File: src/rtl/spike_event_encoder_pkg.sv
// spike_event_encoder_pkg
//   Shared constants and types for the spike event encoder and the neuron
//   evaluation sequencer that feeds it.
//   - DEF_NUM_NEURONS / DEF_IDX_W : default core size and neuron index width
//   - emit_state_t                : emitter FSM encoding (IDLE=0, SCAN=1,
//                                   EMIT=2, DONE=3)
package spike_event_encoder_pkg;

    localparam int DEF_NUM_NEURONS = 256;
    localparam int DEF_IDX_W       = 8;

    typedef enum logic [1:0] {
        ST_IDLE = 2'd0,
        ST_SCAN = 2'd1,
        ST_EMIT = 2'd2,
        ST_DONE = 2'd3
    } emit_state_t;

endpackage

File: src/rtl/spike_event_encoder_frame_buffer.sv
// spike_frame_buffer
//   Double-buffered spike frame. The capture bank collects per-neuron spike
//   results during a timestep; on swap it is copied (with any same-cycle
//   write merged in) into the emit bank and then cleared. The emitter clears
//   individual emit bits as their events are accepted.
//   Ports:
//     clk, rst   : core clock, synchronous active-high reset
//     wr_en      : write one capture bit this cycle
//     wr_idx     : neuron index of the write
//     wr_bit     : value written (0 or 1)
//     swap       : hand the capture bank to the emit bank, clear capture
//     clr_en     : clear emit bit clr_idx (event accepted)
//     clr_idx    : emit bit to clear
//     emit_bank  : current emit bank contents
module spike_frame_buffer
    import spike_event_encoder_pkg::*;
#(
    parameter int NUM_NEURONS = DEF_NUM_NEURONS,
    parameter int IDX_W       = DEF_IDX_W
) (
    input  logic                   clk,
    input  logic                   rst,
    input  logic                   wr_en,
    input  logic [IDX_W-1:0]       wr_idx,
    input  logic                   wr_bit,
    input  logic                   swap,
    input  logic                   clr_en,
    input  logic [IDX_W-1:0]       clr_idx,
    output logic [NUM_NEURONS-1:0] emit_bank
);

    logic [NUM_NEURONS-1:0] cap_bank;
    logic [NUM_NEURONS-1:0] cap_next;
    logic                   wr_ok;

    // Guards against an index wider than the bank if IDX_W is ever
    // configured larger than log2(NUM_NEURONS).
    assign wr_ok = wr_en && ({1'b0, wr_idx} < (IDX_W+1)'(NUM_NEURONS));

    // Capture bank with this cycle's write applied; a write coinciding with
    // swap belongs to the outgoing frame, so the merged value is what moves.
    always_comb begin
        cap_next = cap_bank;
        if (wr_ok)
            cap_next[wr_idx] = wr_bit;
    end

    always_ff @(posedge clk) begin
        if (rst) begin
            cap_bank  <= '0;
            emit_bank <= '0;
        end else if (swap) begin
            emit_bank <= cap_next;
            cap_bank  <= '0;
        end else begin
            cap_bank <= cap_next;
            if (clr_en)
                emit_bank[clr_idx] <= 1'b0;
        end
    end

endmodule

File: src/rtl/spike_event_encoder.sv
// spike_event_encoder
//   Collects per-neuron spike results for one timestep and serialises the
//   firing neuron indices, in ascending order, to the spike router over a
//   valid/ready handshake. Capture of the next frame continues while the
//   previous frame drains.
//   Ports:
//     clk_i, rst_i   : core clock, synchronous active-high reset
//     spike_valid_i  : one neuron result present this cycle
//     neuron_idx_i   : index of that neuron
//     spike_i        : its spike result
//     tick_i         : end-of-timestep pulse, starts draining the frame
//     pkt_valid_o    : spike event offered
//     pkt_idx_o      : index of the firing neuron
//     pkt_ready_i    : router accepts the event
//     frame_done_o   : one-cycle pulse when a frame has fully drained
//     busy_o         : emitter is not idle
//     overflow_o     : sticky, a tick arrived while busy
module spike_event_encoder
    import spike_event_encoder_pkg::*;
#(
    parameter int NUM_NEURONS = DEF_NUM_NEURONS,
    parameter int IDX_W       = DEF_IDX_W
) (
    input  logic             clk_i,
    input  logic             rst_i,
    input  logic             spike_valid_i,
    input  logic [IDX_W-1:0] neuron_idx_i,
    input  logic             spike_i,
    input  logic             tick_i,
    output logic             pkt_valid_o,
    output logic [IDX_W-1:0] pkt_idx_o,
    input  logic             pkt_ready_i,
    output logic             frame_done_o,
    output logic             busy_o,
    output logic             overflow_o
);

    localparam logic [IDX_W-1:0] LAST_IDX = IDX_W'(NUM_NEURONS - 1);

    emit_state_t            state;
    logic [IDX_W-1:0]       p;
    logic [NUM_NEURONS-1:0] emit_bank;
    logic                   swap;
    logic                   accept;

    assign swap   = tick_i && (state == ST_IDLE);
    // pkt_valid_o is always high in EMIT, so ready alone completes the event.
    assign accept = (state == ST_EMIT) && pkt_ready_i;
    assign busy_o = (state != ST_IDLE);

    spike_frame_buffer #(
        .NUM_NEURONS (NUM_NEURONS),
        .IDX_W       (IDX_W)
    ) u_frame (
        .clk       (clk_i),
        .rst       (rst_i),
        .wr_en     (spike_valid_i),
        .wr_idx    (neuron_idx_i),
        .wr_bit    (spike_i),
        .swap      (swap),
        .clr_en    (accept),
        .clr_idx   (p),
        .emit_bank (emit_bank)
    );

    always_ff @(posedge clk_i) begin
        if (rst_i) begin
            state        <= ST_IDLE;
            p            <= '0;
            pkt_valid_o  <= 1'b0;
            pkt_idx_o    <= '0;
            frame_done_o <= 1'b0;
            overflow_o   <= 1'b0;
        end else begin
            frame_done_o <= 1'b0;
            // DONE counts as busy, so a tick there is dropped too.
            if (tick_i && state != ST_IDLE)
                overflow_o <= 1'b1;

            case (state)
                ST_IDLE: begin
                    if (tick_i) begin
                        p     <= '0;
                        state <= ST_SCAN;
                    end
                end
                ST_SCAN: begin
                    if (emit_bank[p]) begin
                        pkt_idx_o   <= p;
                        pkt_valid_o <= 1'b1;
                        state       <= ST_EMIT;
                    end else if (p == LAST_IDX) begin
                        // frame_done_o is raised on entry so it is high
                        // during the DONE cycle itself.
                        frame_done_o <= 1'b1;
                        state        <= ST_DONE;
                    end else begin
                        p <= p + 1'b1;
                    end
                end
                ST_EMIT: begin
                    if (pkt_ready_i) begin
                        pkt_valid_o <= 1'b0;
                        if (p == LAST_IDX) begin
                            frame_done_o <= 1'b1;
                            state        <= ST_DONE;
                        end else begin
                            p     <= p + 1'b1;
                            state <= ST_SCAN;
                        end
                    end
                end
                ST_DONE: begin
                    state <= ST_IDLE;
                end
                default: state <= ST_IDLE;
            endcase
        end
    end

endmodule

File: config.mk
export PLATFORM = sky130hd
export DESIGN_NAME = spike_event_encoder
export DESIGN_NICKNAME = d
export VERILOG_FILES = /design/src/rtl/spike_event_encoder_pkg.sv /design/src/rtl/spike_event_encoder_frame_buffer.sv /design/src/rtl/spike_event_encoder.sv
export SDC_FILE = /design/constraint.sdc
export NUM_CORES = 1
export LEC_CHECK = 0
export ABC_AREA = 1
export CAP_MARGIN = 30
export CORE_MARGIN = 2
export CORE_UTILIZATION = 50
export DETAILED_ROUTE_END_ITERATION = 8
export PLACE_DENSITY = 0.68
export SLEW_MARGIN = 20
export SYNTH_ARGS = -nofsm -noshare
export SYNTH_HDL_FRONTEND = slang
export SYNTH_SLANG_ARGS = --single-unit
File: constraint.sdc
create_clock -name clk_i -period 2.65 [get_ports clk_i]
set_input_delay 0.6625 -clock clk_i [delete_from_list [all_inputs] [get_ports clk_i]]
set_output_delay 0.6625 -clock clk_i [all_outputs]
set_load 0.05 [all_outputs]
==> impl_metrics.csv <==
group,metric,value,unit
synthesis,synthesis.instances,3037,
power_and_ir_drop,power_leader,"sequential cells",
finish,logic_gate_count,2110,
synthesis,synth_area,0.0234,sq mm
placement,postPlaceCellArea,0.0254,sq mm
power_and_ir_drop,leakage,12.1,nW
route,drt_iter0_markers,2646,
final_timing,slew_violations,0,
final_timing,slew_headroom,56.0,%
finish,logic_area,0.0113,sq mm
outcome,outcome,"complete, no violations",
final_timing,hold_viol_final,0,
clock_network,ctsResizeCount,6,
finish,ff_count,533,
finish,seqAreaFraction,38.7,%
global_route,grtUsageMet3,6.20,%
synthesis,synth_async_sr_flop_share,0,%
synthesis,area_leaders,"dfxtp_1 (46%), nand2_1 (12%), mux2i_1 (11%), o211ai_1 (7.7%), nor2_1 (6.4%)",
finish,nClkBuffers,88,
placement,io_buffers,25,
power_and_ir_drop,p_sw,0.00691,W
power_and_ir_drop,intPower,0.0144,W
worst_hold_path,min_to,"pkt_valid_o$_SDFFE_PP0P_",
finish,ff_latch_area,0.0107,sq mm
synthesis,synthMuxAreaShare,10.9,%
floorplanning,num_io_pins,26,
clock_network,htree_levels,2,
finish,layout_top_cells,"nand2_1 (752), dfxtp_1 (531), nor2_1 (374), o21ai_0 (274), mux2i_1 (256)",
clock_network,clkSinkCount,533,
route,post_drt_wl_per_cell,21.3,um
floorplanning,core-area,0.0464,sq mm
synthesis,edf_count,0,
global_route,grt_max_degree,81,
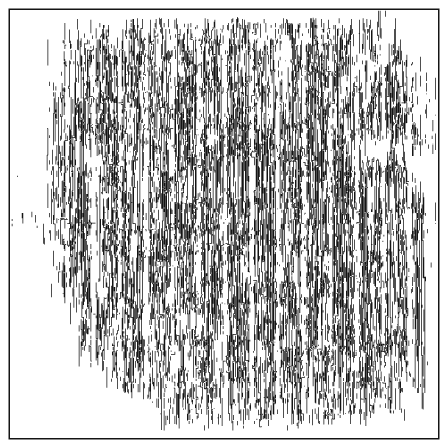
Fig. 1. The metal 2 layer.
2413 nets have wire on it. The layer holds 44% of the routed length. The wires run mostly vertical. The longest straight run is 72.6 um. The layer carries 34.8 mm of wire.
Post-Route WL: 79300 um
DR vias: 21900
met2 Usage GRT: 50.1%

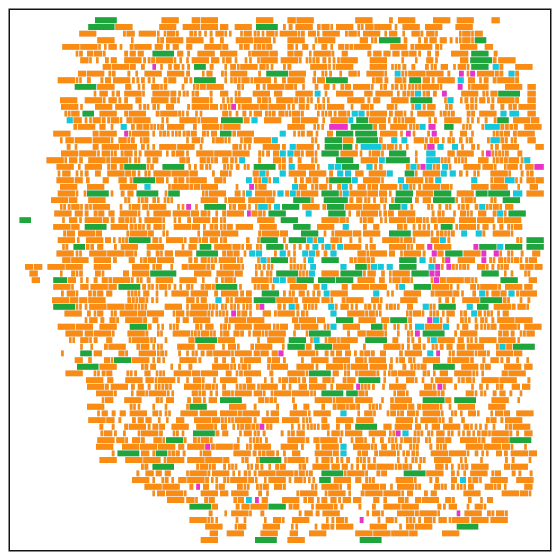
Fig. 2. Cells by drive strength.
_6 and larger: marked green, cells 144. _3 and _4 cells: marked cyan, cells 126. _2 cells: marked magenta, cells 45. _0 and _1 cells: marked orange, cells 2795.

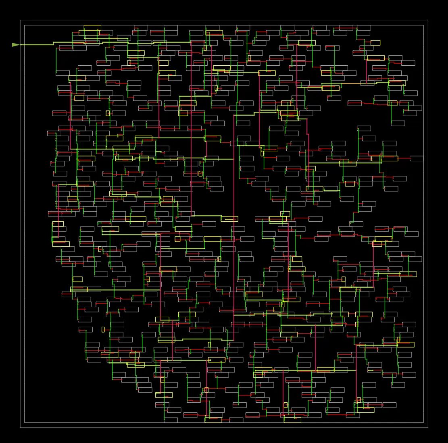
Fig. 3. The clock network.
Clock Skew: 0.0118 ns
CTS Buf Count: 55

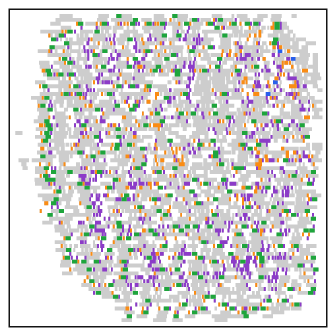
Fig. 4. Gate-type map.
nand cells: marked purple, cells 844, where all over the die. mux cells: marked green, cells 256, where all over the die. nor cells: marked orange, cells 415, where all over the die. xor and xnor cells: marked blue, cells 4, where upper right.
non-filler instance count after layout: 3717
most numerous logic cell after layout: nand2_1
logic share of the area: 40.9%

Power and IR drop assume default switching activity.
